--- src/rtl/piso_serializer_if.sv ---
// Handshake/data bundle between a word source and the PISO serializer.
// Latency: none, wiring only.
// Backpressure: source holds load until ready is seen high at a clock edge.
//
// Signals: data (parallel word), load (send request), ready (can accept),
//          x (serial bit, MSB first), valid (x carries a frame bit),
//          done (x carries the LSB of the current word).
interface piso_serializer_if #(
  parameter int WIDTH = 6
);
  logic [WIDTH-1:0] data;
  logic             load;
  logic             ready;
  logic             x;
  logic             valid;
  logic             done;

  modport master (
    output data, load,
    input  ready, x, valid, done
  );

  modport slave (
    input  data, load,
    output ready, x, valid, done
  );
endinterface

--- src/rtl/piso_serializer.sv ---
// Parallel-in/serial-out transmitter: sends a WIDTH-bit word MSB first on x.
// Latency: load accepted at edge k puts bit i on x in the cycle after edge k+i.
// Backpressure: ready low while bits 0..WIDTH-2 are in flight; reload on the last bit.
//
// Ports: clk   - clock, all state on posedge
//        clear - asynchronous active-low reset
//        bus   - slave side of piso_serializer_if (data/load in, ready/x/valid/done out)
module piso_serializer #(
  parameter int   WIDTH      = 6,
  parameter logic IDLE_LEVEL = 1'b0
) (
  input logic              clk,
  input logic              clear,
  piso_serializer_if.slave bus
);

  localparam int CNT_W = (WIDTH > 2) ? $clog2(WIDTH) : 1;
  localparam logic [CNT_W-1:0] CNT_MAX = CNT_W'(WIDTH - 1);

  typedef enum logic {
    IDLE  = 1'b0,
    SHIFT = 1'b1
  } state_t;

  state_t           state, state_nxt;
  logic [WIDTH-1:0] sreg, sreg_nxt;
  logic [CNT_W-1:0] cnt, cnt_nxt;

  logic shifting;
  logic last_bit;

  // All outputs decode from registers so nothing on data/load reaches them.
  assign shifting  = (state == SHIFT);
  assign last_bit  = shifting && (cnt == '0);
  assign bus.valid = shifting;
  assign bus.x     = shifting ? sreg[WIDTH-1] : IDLE_LEVEL;
  assign bus.done  = last_bit;
  // The last-bit cycle can accept the next word, which gives gapless back-to-back frames.
  assign bus.ready = (state == IDLE) || last_bit;

  always_ff @(posedge clk or negedge clear) begin
    if (!clear) begin
      state <= IDLE;
      sreg  <= '0;
      cnt   <= '0;
    end else begin
      state <= state_nxt;
      sreg  <= sreg_nxt;
      cnt   <= cnt_nxt;
    end
  end

  always_comb begin
    state_nxt = state;
    sreg_nxt  = sreg;
    cnt_nxt   = cnt;
    case (state)
      IDLE: begin
        if (bus.load) begin
          sreg_nxt  = bus.data;
          cnt_nxt   = CNT_MAX;
          state_nxt = SHIFT;
        end
      end
      SHIFT: begin
        if (cnt != '0) begin
          // Mid-frame: load is ignored, keep shifting toward the MSB.
          sreg_nxt = {sreg[WIDTH-2:0], 1'b0};
          cnt_nxt  = cnt - CNT_W'(1);
        end else if (bus.load) begin
          sreg_nxt = bus.data;
          cnt_nxt  = CNT_MAX;
        end else begin
          sreg_nxt  = '0;
          state_nxt = IDLE;
        end
      end
      default: begin
        state_nxt = IDLE;
      end
    endcase
  end

endmodule

--- src/flat_wrapper.sv ---
// flat-port wrapper written by rule: the top's interface ports become plain ports
module piso_serializer_flat 
#(
  parameter int   WIDTH      = 6,
  parameter logic IDLE_LEVEL = 1'b0
)
  (clk, clear, bus_data, bus_load, bus_ready, bus_x, bus_valid, bus_done);
  piso_serializer_if #(.WIDTH(WIDTH)) bus_i ();
  input logic clk;
  input logic clear;
  input wire logic [$bits(bus_i.data)-1:0] bus_data;
  input wire logic [$bits(bus_i.load)-1:0] bus_load;
  output wire logic [$bits(bus_i.ready)-1:0] bus_ready;
  output wire logic [$bits(bus_i.x)-1:0] bus_x;
  output wire logic [$bits(bus_i.valid)-1:0] bus_valid;
  output wire logic [$bits(bus_i.done)-1:0] bus_done;
  assign bus_i.data = bus_data;
  assign bus_i.load = bus_load;
  assign bus_ready = bus_i.ready;
  assign bus_x = bus_i.x;
  assign bus_valid = bus_i.valid;
  assign bus_done = bus_i.done;
  piso_serializer #(.WIDTH(WIDTH), .IDLE_LEVEL(IDLE_LEVEL)) u_core (.clk(clk), .clear(clear), .bus(bus_i));
endmodule
--- config.mk ---
export PLATFORM = sky130hd
export DESIGN_NAME = piso_serializer_flat
export DESIGN_NICKNAME = d
export VERILOG_FILES = /design/src/rtl/piso_serializer_if.sv /design/src/rtl/piso_serializer.sv /design/src/flat_wrapper.sv
export SDC_FILE = /design/constraint.sdc
export NUM_CORES = 1
export LEC_CHECK = 0
export CORE_AREA = 2 2 39 41
export DETAILED_ROUTE_END_ITERATION = 7
export DIE_AREA = 0 0 41 43
export PLACE_DENSITY_LB_ADDON = 0.08
export SLEW_MARGIN = 20
export SYNTH_ARGS = -nofsm -noshare
export SYNTH_HDL_FRONTEND = slang
export SYNTH_SLANG_ARGS = --single-unit
--- constraint.sdc ---
create_clock -name clk -period 3.35 [get_ports clk]
set_input_delay 1.005 -clock clk [delete_from_list [all_inputs] [get_ports clk]]
set_output_delay 1.005 -clock clk [all_outputs]
set_load 0.01 [all_outputs]
Figure 1. Routed metal, one color a layer (run 1).
(12 px per µm) Only two layers are drawn.
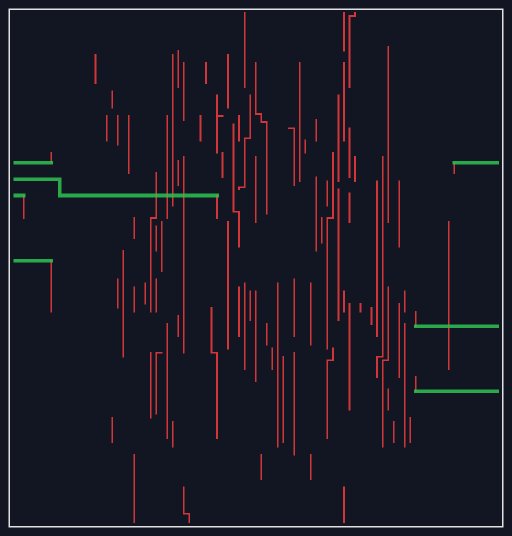
Key: red = metal 2 [wire length 509 µm]; green = metal 3 [wire length 42.0 µm]
via count: 423
drt wl/cell: 13.6 µm
gr usage total: 0.144

Figure 2. Routing congestion (run 1).
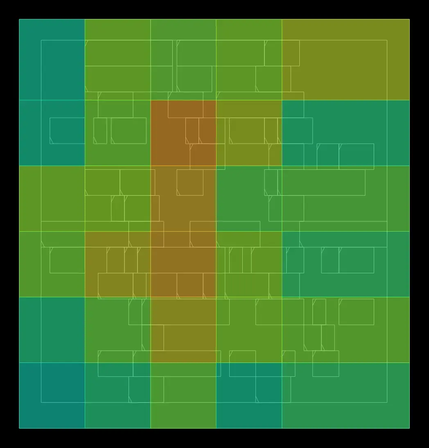
Layout Utilization: 0.502
M2 GR Usage: 0.184
met1 usage: 0.226

Figure 3. Cell density map (run 1).
(6 px per µm) The die is cut into 8 by 9 equal tiles; white is low, dark blue is high, 0 to 100% covered.
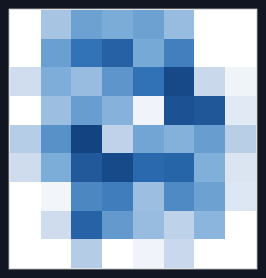
The densest ninth of the die: top center. The mean over all tiles is 38%. 14% of the tiles are over 75% full. 21% of the tiles are nearly empty. The fullest tile reaches 92%.
CORE AREA: 1380 µm²
Core Util at FP: 0.402

==> job_summary.md, run 1 <==
### Yosys + OpenROAD results

| Metric | Value |
|---|---|
| Via density | 5.29 |
| Data arrival, critical path | ~1.9 ns |
| Clk sinks | 10 |
| Yosys Chip Area | 557 µm² |
| Die X | just over 40 µm |
| Critical Path RT | 2.34 ns |
| Hold path start | u_core.cnt[0] |
| Most frequent CP cell | inv_1 |
| Yosys cell count | approximately 53 |
| Worst hold path type | reg -> reg |
| CTS buffer count | 3 |
| Status | complete, no violations |
| Most used logic cell in the final layout | clkdlybuf4s50_1 |
| Critical path fanouts, max | 7 |
| Clk buf depth | 2 |
| P&R area growth vs syn | 24.7% |
| Crit path from | u_core.cnt[0] |
| Cell area power density | roughly 750 nW/µm² |
| Antenna Nets Post-Route | 0 |
| Critical path buffers and inverters | 3 |
| LEAKAGE | approximately 0.00033 µW |
| Cell Area, Synth | about 560 µm² |
| Final #Nets | 77 |
| Period utilization | 0.864 |
| CP max-delay cell | clkdlybuf4s50_1 |
| First-pass GRT wire length | 1.69 mm |
| Post-CTS Resized | 0 |
| Top cells, area | dfrtp_1, mux2i_1, a221o_1, nor2_1, ha_1 |
| GRT overflow | 0 |
| Synthesis warning total | 0 |
| CTS H-tree lvls | 1 |
| Antenna violations before repair | 0 |
| Final HPWL DP | about 770 µm |
| Post-CTS Setup Inserts | 0 |
| Clock Pin Slew Worst Setup and Hold Paths | about 0.060 ns |
| Initial drt markers | 8 |
| Cell family with most CP delay | buffers and inverters |
| OpenROAD warning count | 27 |
| Total die size | 1760 µm² |
| RSZ-0062 raised after global routing | false |
| Max-Cap Viols | 0 |
| CP Class | reg -> out |
| Largest area contributor in the netlist | dfrtp_1 |
| Hold-fix buffers, CTS | 0 |
| Tightest Pin Transition | slightly above 0.5 ns |
| Synth top area share | 0.449 |
| Worst stage delay on the critical path | between 0.5 and 0.6 ns |
| R2R Setup Slk | between 1.5 and 2 ns |
| Setup Viol. Count Final | 0 |
| Final estimated routing congestion in global placement | ~0.63 |
| Synth Area per Inst | 10.5 µm² |
| Vias in the first global route | approximately 380 |
-- run 1: area by class of cell --
type / count / area (µm²)
clock buffer: 3 / 22.5
fill: 129 / 689
inverter: 4 / 15.0
multi-input combinational: 35 / 267
sequential: 10 / 250
tap: 16 / 20.0
timing repair buffer: 12 / 120
-- run 1: cells by family after synthesis --
group,count (synthesis),share of synthesized area
compound gates,10,0.144
fa+ha+maj,2,0.0449
buf+inv,8,0.0719
flops,10,0.449
simple gates,16,0.164
mux,7,0.126
-- run 1: metrics by stage --
step / std cells / power [µW] / cell area [µm²] / setup WS, ns / util
2_1_floorplan: 53 / 376 / 557 / 1.23 / -
6_report: 80 / 522 / 694 / 0.454 / 0.502
4_1_cts: 80 / 529 / 694 / 0.436 / 0.502
5_1_grt: 80 / 562 / 694 / 0.353 / 0.502
3_5_place_dp: 77 / 447 / 672 / 0.722 / 0.486
3_3_place_gp: 77 / 442 / 672 / 0.732 / 0.486
-- run 1: sequential cells by signal, indices dropped and copies added (netlist names) --
register,flops
u_core.bus.valid,1
u_core.cnt,3
u_core.sreg,6
-- run 1: power by group --
part	switching (µW)	leakage, µW	internal [µW]
Combinational	109	0.000194	131
Sequential	36.2	0.000124	167
Clock	36.5	0.0000138	41.2
-- run 1: cells in the mapped netlist (all sizes together) --
library cell and instances:
nor3 1, o31ai 1, and3b 1, and2 2, nand3b 1, ha 2
a21oi 1, mux2i 7, nand2b 2, nand2 1, o21a 1, o21ai 2
nor2 8, a221o 5, inv 4, buf 3, clkbuf 1, dfrtp 10
-- run 1: worst reg2reg max path, cell delays in order, from the launching register on --
cell	delay, ns
dfrtp_1	0.40
inv_1	0.09
ha_1	0.25
nand2b_4	0.07
and2_4	0.19
a221o_1	0.36
-- run 1: layer usage --
layer	vias to the layer above	wire, µm	track usage
met2	7	508	0.184
met3	0	41	0.0314
met1	210	538	0.226
li1	206	-	-
met4	0	0	0.0600
met5	-	0	0
-- run 1: final timing paths --
check | endpoint | cells past startpoint
min in group asynchronous | u_core.cnt[1] | 1
worst min register to register | u_core.cnt[0] | 1
worst min-delay path | u_core.cnt[0] | 1
worst max register to register | u_core.sreg[1] | 5
worst max-delay path | bus_ready | 6
max in group asynchronous | u_core.sreg[2] | 1
==> run 1 -> run 2 <==
--- a/config.mk
+++ b/config.mk
@@ -8,6 +8,7 @@
 export CORE_AREA = 2 2 39 41
 export DETAILED_ROUTE_END_ITERATION = 7
 export DIE_AREA = 0 0 41 43
+export GPL_ROUTABILITY_DRIVEN = 0
 export PLACE_DENSITY_LB_ADDON = 0.08
 export SLEW_MARGIN = 20
 export SYNTH_ARGS = -nofsm -noshare
Figure 4. Routing congestion (run 2).
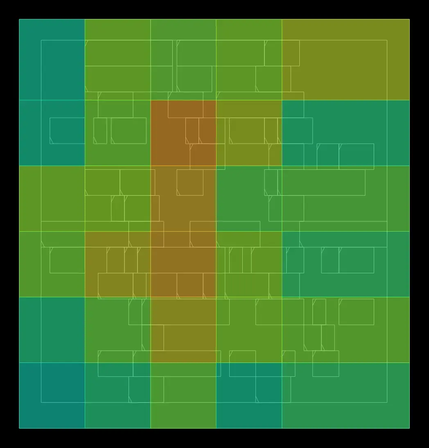
global route hottest layer: met1
met3 Track Usage GR: 0.0314

Figure 5. PDN straps and rails (run 2).
(12 px per µm) Pins as bars on the die edge.
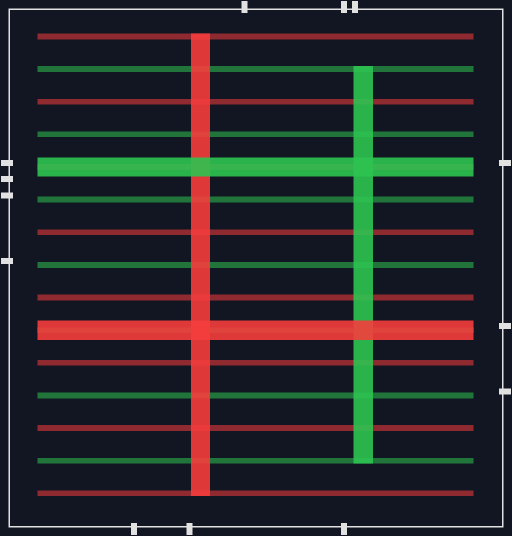
Key: red = VSS; green = VDD
15 met1 rails follow the rows. 2 straps on met4. 2 straps on met5. The core has 14 rows. 13 signal pins sit on the boundary.
chip height: 43 µm
Max IR drop VDD: 0.363 mV
Die X: 41 µm

==> run 2 against run 1 <==
First-iteration DRC count did not move. Fmax unchanged. Worst setup slack unchanged. Clock skew did not move. Critical path type unchanged. Sequential share of layout area did not move. Largest power group unchanged. Via count stayed put. Cell area is the same. Clock power is essentially flat.
==> job_summary.md, run 2 <==
### Yosys + OpenROAD results

| Metric | Value |
|---|---|
| Antenna violations before repair | 0 (unchanged) |
| Cell Type Count | 21 |
| Yosys cell count | 53 (unchanged) |
| Synthesis warning total | 0 (unchanged) |
| Yosys Chip Area | 557 µm² (unchanged) |
| Hold-fix buffers, CTS | 0 (unchanged) |
| Top cells, area | dfrtp_1, mux2i_1, a221o_1, nor2_1, ha_1 |
| CP Class | reg -> out |
| Vias in the first global route | 375 (unchanged) |
| Count leader, synth | dfrtp_1 |
| Setup Viol. Count Final | 0 (unchanged) |
| Post-synthesis async set-or-reset flop share | 1.00 (unchanged) |
| Post-synth regs | 10 |
| Logic pwr share | 0.461 (about the same) |
| Gr usage total | 0.144 (unchanged) |
| Core Util at FP | 0.402 (unchanged) |
| Largest register by flop count | u_core.sreg |
| Final HPWL DP | 771 µm (unchanged) |
| Post-CTS Resized | 0 (unchanged) |
| Largest area contributor in the netlist | dfrtp_1 |
| Fillers | 129 (unchanged) |
| Post-CTS Setup Inserts | 0 (unchanged) |
| Via count | 423 (unchanged) |
| P&R area growth vs syn | 24.7% (unchanged) |
| Synth Flop Type | dfrtp_1 |
| Cell area power density | 751 nW/µm² (unchanged) |
| Largest net degree at the start of global routing | 12 |
| Max-Cap Viols | 0 (unchanged) |
| Via density | 5.29 (unchanged) |
| Period utilization | 0.864 (unchanged) |
| RSZ-0062 raised after global routing | false |
| CTS tree | yes |
| Worst hold path type | reg -> reg |
| OpenROAD warning count | 27 (unchanged) |
| Drt wl/cell | 13.6 µm (unchanged) |
| CORE AREA | 1380 µm² (unchanged) |
| Data arrival, critical path | 1.89 ns (about the same) |
| CTS buffer count | 3 (unchanged) |
| N_diodes | 0 |
| LEAKAGE | 0.000332 µW (unchanged) |
| Post-Route WL | about 1.1 mm |
| Synth top area share | 0.449 (unchanged) |
| P_int | 340 µW (unchanged) |
| Critical Path RT | 2.34 ns (about the same) |
| GRT overflow | 0 (unchanged) |
| Antenna Nets Post-Route | 0 (unchanged) |
| NetSw | 182 µW (unchanged) |
| Reg power frac | 0.390 (about the same) |
| Tightest Pin Transition | 0.520 ns (unchanged) |
| Synth Area per Inst | 10.5 µm² (unchanged) |
| Final Hold Fails | 0 |
| Most used logic cell in the final layout | clkdlybuf4s50_1 |
| Clk buf depth | 2 (unchanged) |
| Clk sinks | 10 (unchanged) |
| EDFF count, synth | 0 (unchanged) |
| Synth cell count leaders | dfrtp_1, nor2_1, mux2i_1 |
| Switching share of power | 0.349 (unchanged) |
| Layout Utilization | 0.502 (unchanged) |
| Setup TNS | 0 ns |
| Syn Inst Count | roughly 53 |
| Clock Pin Slew Worst Setup and Hold Paths | 0.06 ns (about the same) |
| Status | complete, no violations |
| Relative slew slack | 0.652 |
| Max FFs per register | 6 (unchanged) |
| Cell Area, Synth | 557 µm² (unchanged) |
| Final #Nets | 77 (unchanged) |
| Detailed Routing Iterations Pass 1 | 4 |
| CP Capture Type | output port |
| Total die size | 1760 µm² (unchanged) |
| FMAX | about 350 MHz |
| First-pass GRT wire length | 1.69 mm (unchanged) |
| Initial drt markers | 8 (unchanged) |
| CTS H-tree lvls | 1 (unchanged) |
| DRC viols | 0 |
| Critical path fanouts, max | 7 (unchanged) |
Figure 6. Clock network drawn from the DEF (run 2).
(12 px per µm)
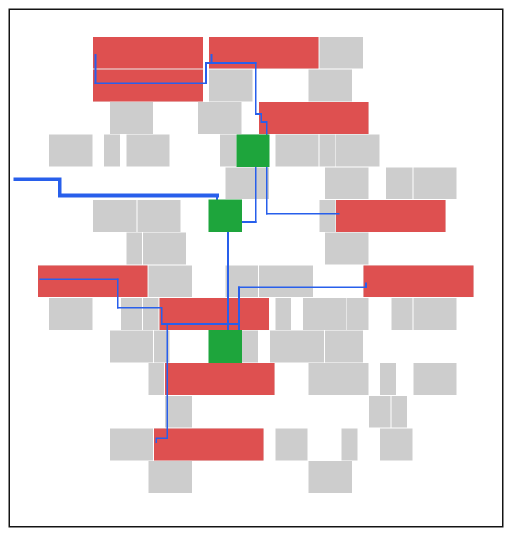
Key: blue = clock wires [length 124 µm]; red = flip-flops [count 10]; green = clock drivers [count 3]
There are 4 routed clock nets.
Max Clock Skew: 0.00689 ns
Clk network pwr share: 0.149
clk_lat worst skew: 0.25 ns

run 2: metal layers:
metal / GRT usage / share of wire / up-vias
met1: 0.226 / 0.49 / 210
met3: 0.0314 / 0.038 / 0
met4: 0.0600 / 0 / 0
li1: - / - / 206
met2: 0.184 / 0.47 / 7
met5: 0 / 0 / -
run 2: critical path, cell delays in order, from the launching register on:
cell and delay [ns]:
dfrtp_1 0.40, inv_1 0.09, ha_1 0.25, nand2b_4 0.07, and2_4 0.19, inv_1 0.10, clkdlybuf4s50_1 0.54
run 2: final timing paths:
kind                          startpoint              to  slack [ns]  cells past startpoint
setup / recovery           u_core.cnt[0]       bus_ready        0.45                      6
setup reg to reg           u_core.cnt[0]  u_core.sreg[1]        1.88                      5
max in group asynchronous          clear  u_core.sreg[2]        1.97                      1
hold reg to reg            u_core.cnt[0]   u_core.cnt[0]        0.49                      1
hold / removal             u_core.cnt[0]   u_core.cnt[0]        0.49                      1
min in group asynchronous          clear   u_core.cnt[1]        1.06                      1
run 2: cell type report:
cell class / count / area [µm²] / area share
tap: 16 / 20.0 / 0.0288
sequential: 10 / 250 / 0.360
inverter: 4 / 15.0 / 0.0216
timing repair buffer: 12 / 120 / 0.173
multi-input combinational: 35 / 267 / 0.384
clock buffer: 3 / 22.5 / 0.0324
run 2: power by group through the flow:
stage	sequential, µW	combinational [µW]	clock (µW)
after global placement	205	237	0
after global routing	210	266	86.1
after floorplan	190	186	0
after detailed placement	205	242	0
final	203	241	77.7
after CTS	203	244	81.7
run 2: kinds of logic (layout without fill, tap and decap cells):
logic type               count (synthesis)  count (layout)  synth area share
AND/OR/NAND/NOR                         16              16             0.164
flip-flops                              10              10             0.449
AND-OR/OR-AND                           10              10             0.144
multiplexers                             7               7             0.126
adder cells (fa/ha/maj)                  2               2            0.0449
buffers and inverters                    8              19            0.0719
run 2: per-stage QoR:
stage / std cells / setup slack [ns] / power (µW) / hold WS [ns] / area, µm²
after floorplan: 53 / 1.23 / 376 / 0.446 / 557
after global placement: 77 / 0.732 / 442 / 0.486 / 672
after detailed placement: 77 / 0.722 / 447 / 0.476 / 672
after CTS: 80 / 0.436 / 529 / 0.493 / 694
after global routing: 80 / 0.353 / 562 / 0.522 / 694
final: 80 / 0.454 / 522 / 0.493 / 694
No activity file was given, so power comes from the tool's default toggle rates.
